`config.mk`:
```
export PLATFORM = sky130hd
export DESIGN_NAME = keypad_scanner
export DESIGN_NICKNAME = d
export VERILOG_FILES = /design/src/rtl/keypad_scanner_pkg.sv /design/src/rtl/keypad_scanner_event_fifo.sv /design/src/rtl/keypad_scanner.sv
export SDC_FILE = /design/constraint.sdc
export NUM_CORES = 1
export LEC_CHECK = 0
export ABC_AREA = 1
export CORE_ASPECT_RATIO = 2
export CORE_MARGIN = 2
export CORE_UTILIZATION = 35
export CTS_CLUSTER_DIAMETER = 120
export DETAILED_ROUTE_END_ITERATION = 8
export GPL_TIMING_DRIVEN = 0
export SKIP_CTS_REPAIR_TIMING = 1
export SYNTH_ARGS = -nofsm -noshare
export SYNTH_HDL_FRONTEND = slang
export SYNTH_SLANG_ARGS = --single-unit
export TNS_END_PERCENT = 10
```
`constraint.sdc`:
```
create_clock -name clock -period 9.7 [get_ports clock]
set_input_delay 2.425 -clock clock [delete_from_list [all_inputs] [get_ports clock]]
set_output_delay 2.425 -clock clock [all_outputs]
set_load 0.005 [all_outputs]
```
`src/rtl/keypad_scanner_pkg.sv`:
```
// Shared definitions for the keypad scanner.
//   scan_state_e : row-scan FSM states
//   width_of()   : bits needed to index n values (never less than 1)
//   event_width(): width of one event record {logical key, pressed}
package keypad_scanner_pkg;

  typedef enum logic [2:0] {
    ST_IDLE   = 3'd0,
    ST_DRIVE  = 3'd1,
    ST_SETTLE = 3'd2,
    ST_SAMPLE = 3'd3,
    ST_EMIT   = 3'd4
  } scan_state_e;

  function automatic int width_of(input int n);
    return (n > 1) ? $clog2(n) : 1;
  endfunction

  function automatic int event_width(input int iw);
    return iw + 1;
  endfunction

endpackage

```
`src/rtl/keypad_scanner_event_fifo.sv`:
```
// Synchronous event FIFO for the keypad scanner.
//   clock, reset      : system clock, asynchronous active-low reset
//   push, push_data   : write request and record
//   pop               : consumer takes the head record
//   pop_data          : head record, read straight from the storage registers
//   full, empty       : occupancy flags
// A push while full is only accepted when a pop frees a slot in the same cycle.
module event_fifo
  import keypad_scanner_pkg::*;
#(
  parameter int WIDTH = 5,
  parameter int DEPTH = 8
) (
  input  logic             clock,
  input  logic             reset,
  input  logic             push,
  input  logic [WIDTH-1:0] push_data,
  input  logic             pop,
  output logic [WIDTH-1:0] pop_data,
  output logic             full,
  output logic             empty
);

  localparam int AW = width_of(DEPTH);

  logic [AW-1:0]    wr_ptr_q, wr_ptr_d;
  logic [AW-1:0]    rd_ptr_q, rd_ptr_d;
  logic [AW:0]      count_q, count_d;
  logic [WIDTH-1:0] mem_q [DEPTH];
  logic             do_push, do_pop;

  function automatic logic [AW-1:0] next_ptr(input logic [AW-1:0] p);
    return (p == AW'(DEPTH - 1)) ? '0 : p + AW'(1);
  endfunction

  assign full     = (count_q == (AW + 1)'(DEPTH));
  assign empty    = (count_q == '0);
  assign do_pop   = pop && !empty;
  assign do_push  = push && (!full || do_pop);
  assign pop_data = mem_q[rd_ptr_q];

  always_comb begin
    wr_ptr_d = wr_ptr_q;
    rd_ptr_d = rd_ptr_q;
    count_d  = count_q;
    if (do_push) wr_ptr_d = next_ptr(wr_ptr_q);
    if (do_pop)  rd_ptr_d = next_ptr(rd_ptr_q);
    case ({do_push, do_pop})
      2'b10:   count_d = count_q + (AW + 1)'(1);
      2'b01:   count_d = count_q - (AW + 1)'(1);
      default: count_d = count_q;
    endcase
  end

  always_ff @(posedge clock or negedge reset) begin
    if (!reset) begin
      wr_ptr_q <= '0;
      rd_ptr_q <= '0;
      count_q  <= '0;
    end else begin
      wr_ptr_q <= wr_ptr_d;
      rd_ptr_q <= rd_ptr_d;
      count_q  <= count_d;
    end
  end

  // Storage needs no reset: the pointers alone decide what is visible.
  always_ff @(posedge clock) begin
    if (do_push) mem_q[wr_ptr_q] <= push_data;
  end

endmodule

```
`src/rtl/keypad_scanner.sv`:
```
// Row-scanning, debounced, remappable keypad matrix driver.
//   clock, reset        : system clock, asynchronous active-low reset
//   keymap              : slice p = logical index of physical key p (row*COLS+col)
//   keypad_column       : raw active-low column sense lines
//   released_keys_clear : clears the sticky release bitmap
//   event_ready         : consumer handshake
//   keypad_row          : one-cold row drive (all ones while idle after reset)
//   keypad_out          : debounced level per logical key
//   released_keys_out   : sticky release flag per logical key
//   event_valid/key/pressed : press/release event stream
//   event_overflow      : sticky, an event was dropped on a full FIFO
module keypad_scanner
  import keypad_scanner_pkg::*;
#(
  parameter int ROWS           = 4,
  parameter int COLS           = 4,
  parameter int MAIN_FREQUENCY = 6281250,
  parameter int POLL_FREQUENCY = 100,
  parameter int SETTLE_CYCLES  = 16,
  parameter int DEBOUNCE_SCANS = 3,
  parameter int EVENT_DEPTH    = 8
) (
  input  logic                                      clock,
  input  logic                                      reset,
  input  logic [ROWS*COLS*$clog2(ROWS*COLS)-1:0]    keymap,
  input  logic [COLS-1:0]                           keypad_column,
  input  logic                                      released_keys_clear,
  input  logic                                      event_ready,
  output logic [ROWS-1:0]                           keypad_row,
  output logic [ROWS*COLS-1:0]                      keypad_out,
  output logic [ROWS*COLS-1:0]                      released_keys_out,
  output logic                                      event_valid,
  output logic [$clog2(ROWS*COLS)-1:0]              event_key,
  output logic                                      event_pressed,
  output logic                                      event_overflow
);

  localparam int K    = ROWS * COLS;
  localparam int IW   = $clog2(K);
  localparam int TICK = MAIN_FREQUENCY / (POLL_FREQUENCY * ROWS);
  localparam int RW   = width_of(ROWS);
  localparam int CLW  = width_of(COLS);
  localparam int PW   = width_of(K);
  localparam int TW   = width_of(TICK);
  localparam int SW   = width_of(SETTLE_CYCLES);
  localparam int DW   = width_of(DEBOUNCE_SCANS);
  localparam int EW   = event_width(IW);

  // One row visit (drive, settle, sample, emit) must fit inside one tick.
  if (TICK <= SETTLE_CYCLES + COLS + 4) begin : g_bad_tick
    $error("keypad_scanner: TICK too small for a full row visit");
  end
  if (DEBOUNCE_SCANS < 1) begin : g_bad_debounce
    $error("keypad_scanner: DEBOUNCE_SCANS must be at least 1");
  end
  if ((EVENT_DEPTH & (EVENT_DEPTH - 1)) != 0) begin : g_bad_depth
    $error("keypad_scanner: EVENT_DEPTH must be a power of two");
  end

  scan_state_e     state_q, state_d;
  logic [TW-1:0]   presc_q, presc_d;
  logic [RW-1:0]   row_q, row_d;
  logic [SW-1:0]   settle_q, settle_d;
  logic [CLW-1:0]  col_q, col_d;
  logic [COLS-1:0] row_raw_q, row_raw_d;
  logic [COLS-1:0] col_meta_q, col_meta_d;
  logic [COLS-1:0] col_sync_q, col_sync_d;
  logic [ROWS-1:0] keypad_row_q, keypad_row_d;
  logic [K-1:0]    stable_q, stable_d;
  logic [DW-1:0]   cnt_q [K];
  logic [DW-1:0]   cnt_d [K];
  logic [K-1:0]    keypad_out_q, keypad_out_d;
  logic [K-1:0]    released_q, released_d;
  logic            overflow_q, overflow_d;

  logic [PW-1:0]   phys;
  logic [IW-1:0]   lkey;
  logic            raw;
  logic            tick;
  logic            push, pop;
  logic            fifo_full, fifo_empty;
  logic [EW-1:0]   fifo_dout;

  assign phys = PW'(int'(row_q) * COLS + int'(col_q));
  assign lkey = keymap[int'(phys)*IW +: IW];
  assign raw  = row_raw_q[col_q];
  assign tick = (presc_q == TW'(TICK - 1));
  assign pop  = event_valid && event_ready;

  always_comb begin
    state_d      = state_q;
    presc_d      = tick ? '0 : presc_q + TW'(1);
    row_d        = row_q;
    settle_d     = settle_q;
    col_d        = col_q;
    row_raw_d    = row_raw_q;
    col_meta_d   = keypad_column;
    col_sync_d   = col_meta_q;
    keypad_row_d = keypad_row_q;
    stable_d     = stable_q;
    cnt_d        = cnt_q;
    keypad_out_d = keypad_out_q;
    // A release flip in this same cycle re-sets its bit after the clear.
    released_d   = released_keys_clear ? '0 : released_q;
    overflow_d   = overflow_q;
    push         = 1'b0;

    case (state_q)
      ST_IDLE: begin
        if (tick) state_d = ST_DRIVE;
      end
      ST_DRIVE: begin
        row_d        = (row_q == RW'(ROWS - 1)) ? '0 : row_q + RW'(1);
        keypad_row_d = ~(ROWS'(1) << row_d);
        settle_d     = '0;
        state_d      = ST_SETTLE;
      end
      ST_SETTLE: begin
        // The two synchronizer stages are covered by this wait.
        if (settle_q == SW'(SETTLE_CYCLES - 1)) state_d = ST_SAMPLE;
        else                                   settle_d = settle_q + SW'(1);
      end
      ST_SAMPLE: begin
        row_raw_d = ~col_sync_q;
        col_d     = '0;
        state_d   = ST_EMIT;
      end
      ST_EMIT: begin
        if (raw == stable_q[phys]) begin
          cnt_d[phys] = '0;
        end else if (cnt_q[phys] == DW'(DEBOUNCE_SCANS - 1)) begin
          stable_d[phys]     = raw;
          cnt_d[phys]        = '0;
          keypad_out_d[lkey] = raw;
          if (!raw) released_d[lkey] = 1'b1;
          push = 1'b1;
        end else begin
          cnt_d[phys] = cnt_q[phys] + DW'(1);
        end
        if (col_q == CLW'(COLS - 1)) state_d = ST_IDLE;
        else                         col_d   = col_q + CLW'(1);
      end
      default: state_d = ST_IDLE;
    endcase

    // A simultaneous pop frees a slot, so only a stalled full FIFO drops.
    if (push && fifo_full && !pop) overflow_d = 1'b1;
  end

  always_ff @(posedge clock or negedge reset) begin
    if (!reset) begin
      state_q      <= ST_IDLE;
      presc_q      <= '0;
      row_q        <= RW'(ROWS - 1);
      settle_q     <= '0;
      col_q        <= '0;
      row_raw_q    <= '0;
      col_meta_q   <= '1;
      col_sync_q   <= '1;
      keypad_row_q <= '1;
      stable_q     <= '0;
      for (int i = 0; i < K; i++) cnt_q[i] <= '0;
      keypad_out_q <= '0;
      released_q   <= '0;
      overflow_q   <= 1'b0;
    end else begin
      state_q      <= state_d;
      presc_q      <= presc_d;
      row_q        <= row_d;
      settle_q     <= settle_d;
      col_q        <= col_d;
      row_raw_q    <= row_raw_d;
      col_meta_q   <= col_meta_d;
      col_sync_q   <= col_sync_d;
      keypad_row_q <= keypad_row_d;
      stable_q     <= stable_d;
      cnt_q        <= cnt_d;
      keypad_out_q <= keypad_out_d;
      released_q   <= released_d;
      overflow_q   <= overflow_d;
    end
  end

  event_fifo #(
    .WIDTH (EW),
    .DEPTH (EVENT_DEPTH)
  ) u_event_fifo (
    .clock     (clock),
    .reset     (reset),
    .push      (push),
    .push_data ({lkey, raw}),
    .pop       (pop),
    .pop_data  (fifo_dout),
    .full      (fifo_full),
    .empty     (fifo_empty)
  );

  assign keypad_row        = keypad_row_q;
  assign keypad_out        = keypad_out_q;
  assign released_keys_out = released_q;
  assign event_valid       = !fifo_empty;
  assign event_key         = fifo_dout[EW-1:1];
  assign event_pressed     = fifo_dout[0];
  assign event_overflow    = overflow_q;

endmodule

```
==> images/metal_stack.png <==
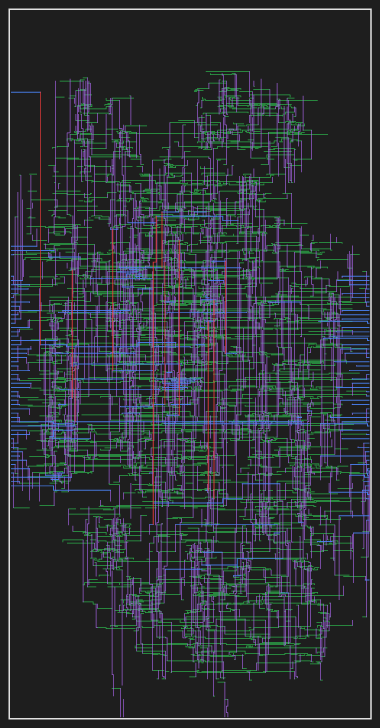
blue -> met3  # wire length 1430 microns
purple -> met2  # wire length 11000 microns
green -> met1  # wire length 10400 microns
red -> met4  # wire length 548 microns

==> images/met1.png <==
Supply wires on this layer in grey.
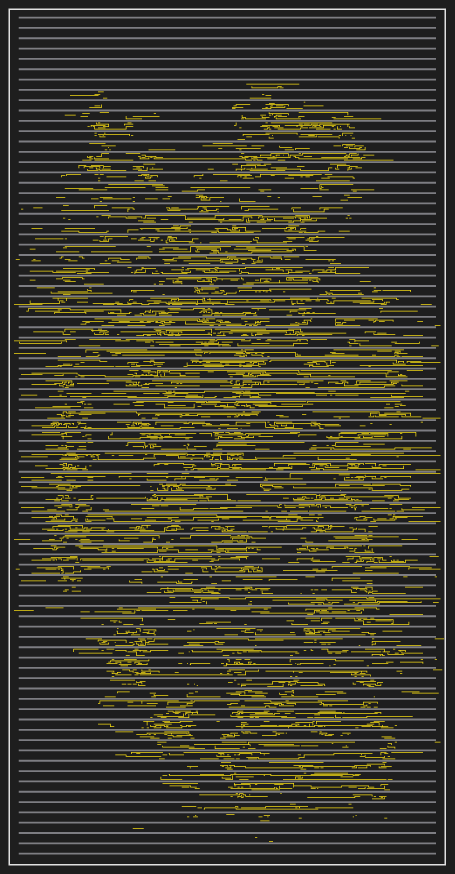
wire length on this layer = 10400 microns
nets with wire on the layer = 1083
share of all routed wire = 44%
main direction = horizontal

==> images/wire_density.png <==
11 x 23 tiles, from black (low) to pale yellow (high), scaled to the fullest tile. Values are wire area over tile area, all layers added.
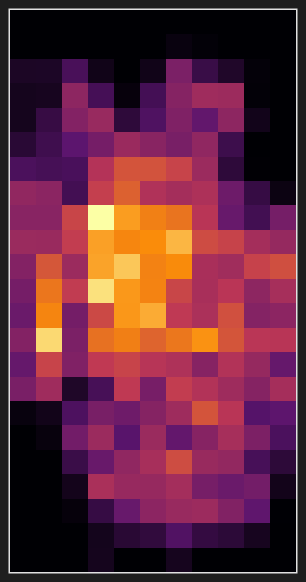
nearly empty tiles = 21%
tiles over half the peak = 20%
fullest tile = 0.48
mean over tiles = 0.15
global-route usage over all layers: 0.188
post-detailed-route wirelength per cell: 16.5 microns
routed vias: 7212
final wirelength: 23400 microns

==> summary.txt <==
Reports from this run.

- For the pin with the worst max-slew slack, the measured transition is 0.913 ns.
- The number of maximum-capacitance violations recorded for the run is 0.
- The DRC violation count after routing reads 0.
- The slew check shows that the tightest pin keeps a relative margin of 0.386.
- The synthesized net count reads 1073.
- The post-synth tally of flip-flops with integrated enable is 40.
- The part of the cycle the worst path needs reads 0.500.
- Looking at the clock tree report, the maximum root-to-sink buffer count equals 2.
- After detailed routing, the number of vias per cell comes to 5.08.
- The count of boundary I/O pins is 115.
- The worst-case register-to-register setup slack reads 5.28 ns.
- The synthesized instance count is 983.
- The core region is 0.0242 sq mm.
- The wire length of the first global-routing pass is 37400 microns.
- Across all hold checks on the routed design, the worst slack comes to 0.356 ns.
- The kind of end point of the critical path reads an output pin.
- With fillers left out, the area of the finished cells amounts to 0.0106 sq mm.
- For met2 alone, demand over resource in global routing was 0.301.
- Timing would allow up to 206 MHz.
- In the global route stage, met1 resource usage came out at 0.255.
- The maximum ir drop on the vdd rail reads 0.0924 mV.
- The number of buffers created by CTS is 17.
- The number of register bits inferred by synthesis is 172.
- Entering global routing, the biggest net connects 73 pins.
- The CTS tree is built.
- The summed instance area of the synthesized netlist reads 0.00855 sq mm.
- In the synthesis report, Yosys lists the chip area as 0.00855 sq mm.
- The area overhead of the layout relative to synthesis reads 24.4%.
- The die height reads 225 microns.
- The startpoint of the worst setup timing path is u_event_fifo.rd_ptr_q[0].
- Global route summary, busiest routing layer listed as met2.
- The die is 115 microns wide.
- The launch instance of the worst min-delay path is col_meta_q[3].
- The worst reg2reg path endpoint reads u_event_fifo.mem_q[2][3].
- Ranked by total cell area, the synthesized netlist is headed by dfrtp_1 35%, edfxtp_1 14%, nand2_1 9.4%.
- The share of the Yosys chip area taken by registers is 0.529.
- The number of instances in the placed design is 1388.
- The fraction of post-synthesis cell area in the top cell type by area is 0.345.
- The finished layout holds 1420 standard cells, fillers aside.
- The leakage power reads 4.60 nW.
- The yosys stat cell total is 983.
- The final-layout setup total negative slack is 0 ns.
- According to the finish report, the design has a final net count of 1207.
- Setup repair after global routing left no endpoint under its margin.
- The critical path arrival is 2.42 ns.
- The floorplan row count reads 81.
- The total global routing overflow reads 0.
- The cell taking the most area after synthesis reads dfrtp_1.
- The worst reg2reg path startpoint is col_q[0].
- The die area is 0.0258 sq mm.
- Hold analysis shows the worst path with a depth of 0.
- The number of antenna repair diodes reads 0.
- The largest driver fanout on the critical path reads 10.
- Per the synth stats, the proportion of register bits with asynchronous set or reset is 0.767.
- The clock-pin slew of the registers on the worst-case setup and hold paths is 0.07 ns.
- For hold timing, the worst endpoint is col_sync_q[3].
- The layout filler cell count is 2383.
- The clock skew reads 0.00910 ns.
- Per the post-route antenna check, the number of violating nets is 0.
- The number of endpoints with negative hold slack in the final report reads 0.
- The power density of the placed cells is 159 mW/mm^2.
- The core utilization before placement reads 0.353.
- The sort of element at the start of the critical path reads a flip-flop.
- The count of endpoints failing setup in the final report reads 0.
- The count of cells along the worst register-to-register path is 17.
- The estimated wirelength of the detail-placed design is 17100 microns.
- The run finished with clean final reports.
==> registers in the layout, indices dropped and copies added (netlist names) <==
name / cells
keypad_row: 4
presc_q: 14
col_sync_q: 4
u_event_fifo.rd_ptr_q: 3
stable_q: 16
cnt_q: 32
u_event_fifo.wr_ptr_q: 3
u_event_fifo.mem_q: 40
row_raw_q: 4
u_event_fifo.count_q: 4
row_q: 2
state_q: 3
settle_q: 4
keypad_out: 16
col_meta_q: 4
col_q: 2
released_keys_out: 16
event_overflow: 1
==> cells in the final DEF, fill, tap and decap left out, drive strengths merged, types with 3 or more instances in the layout <==
master and count:
or2 3, ha 18, xor2 4, o22ai 8, clkinv 6, nor2 141, clkbuf 36, nor3 14
dfrtp 118, inv 88, o211ai 19, a31oi 8, nand2 219, o21ai 155, o21a 6, o221ai 5
a21oi 16, nand4 4, edfxtp 40, clkdlybuf4s50 113, nand3 58, dfstp 14, buf 27
==> Yosys cell counts (2+ instances only) <==
cell	instances
inv_2	9
o21ai_1	17
buf_6	8
o21ai_2	10
or2_1	2
o21ai_0	128
o221ai_1	5
o211ai_1	18
o22ai_1	8
clkbuf_1	17
nor3_1	12
buf_8	2
inv_1	71
ha_1	18
nand4_1	4
nor2_4	4
buf_4	7
nor2_1	133
a31oi_1	8
nand2_2	3
buf_2	7
nand2_1	213
nand2_4	3
a21oi_1	16
xor2_1	4
nor2_2	4
o21a_1	6
dfrtp_1	118
edfxtp_1	40
nand3_1	56
dfstp_2	14
==> power by group <==
group          leakage, nW  total, mW  switching (mW)  internal [mW]
clock network        0.276      0.646           0.303          0.343
registers             2.13      0.772          0.0139          0.758
logic                 2.19      0.278           0.155          0.123
total                 4.60       1.70           0.472           1.22
==> metal layers <==
metal	vias to the layer above	routed length, microns
met3	28	1430
met2	263	11000
li1	3540	-
met5	-	0
met1	3381	10400
met4	0	547
==> critical path, cell delays in order, from the launching register on <==
cell and delay, ns:
dfrtp_1 0.41, clkbuf_1 0.41, o21ai_0 0.19, o22ai_1 0.23
nor2_1 0.07, a31oi_1 0.17, clkdlybuf4s50_1 0.52
==> kinds of logic after synthesis <==
group	Yosys count	synth area share
and+or+nand+nor	443	0.221
AOI/OAI and AO/OA	221	0.148
buffers and inverters	124	0.0704
xor gates and xnor gates	5	0.00512
adders and majority gates	18	0.0263
DFF	172	0.529
==> through the flow <==
stage	power, mW	worst slack, ns	utilization
after floorplan	0.935	5.98	-
after global placement	1.06	0.821	0.415
after CTS	1.72	4.83	0.439
after detailed placement	1.07	5.04	0.416
final	1.70	4.85	0.439
after global routing	1.78	4.66	0.439
==> worst max-delay path by stage <==
stage,slack [ns],endpoint
detailed placement,5.04,u_event_fifo.mem_q[0][0]
global route,4.66,event_key[1]
global placement,0.82,settle_q[0]
finish,4.85,event_key[1]
CTS,4.83,event_key[0]
floorplan,5.98,u_event_fifo.mem_q[0][0]
==> cell type report <==
class / instances / area [sq um] / share of cell area
plain buffers: 42 / 292 / 0.0274
clock buffers: 19 / 444 / 0.0418
clock inverters: 13 / 108 / 0.0101
inverters: 82 / 310 / 0.0292
multi-input cells: 687 / 3430 / 0.322
flip-flops and latches: 172 / 4520 / 0.425
well taps: 290 / 363 / 0.0341
repair buffers: 115 / 1170 / 0.110
Power and IR drop assume default switching activity.
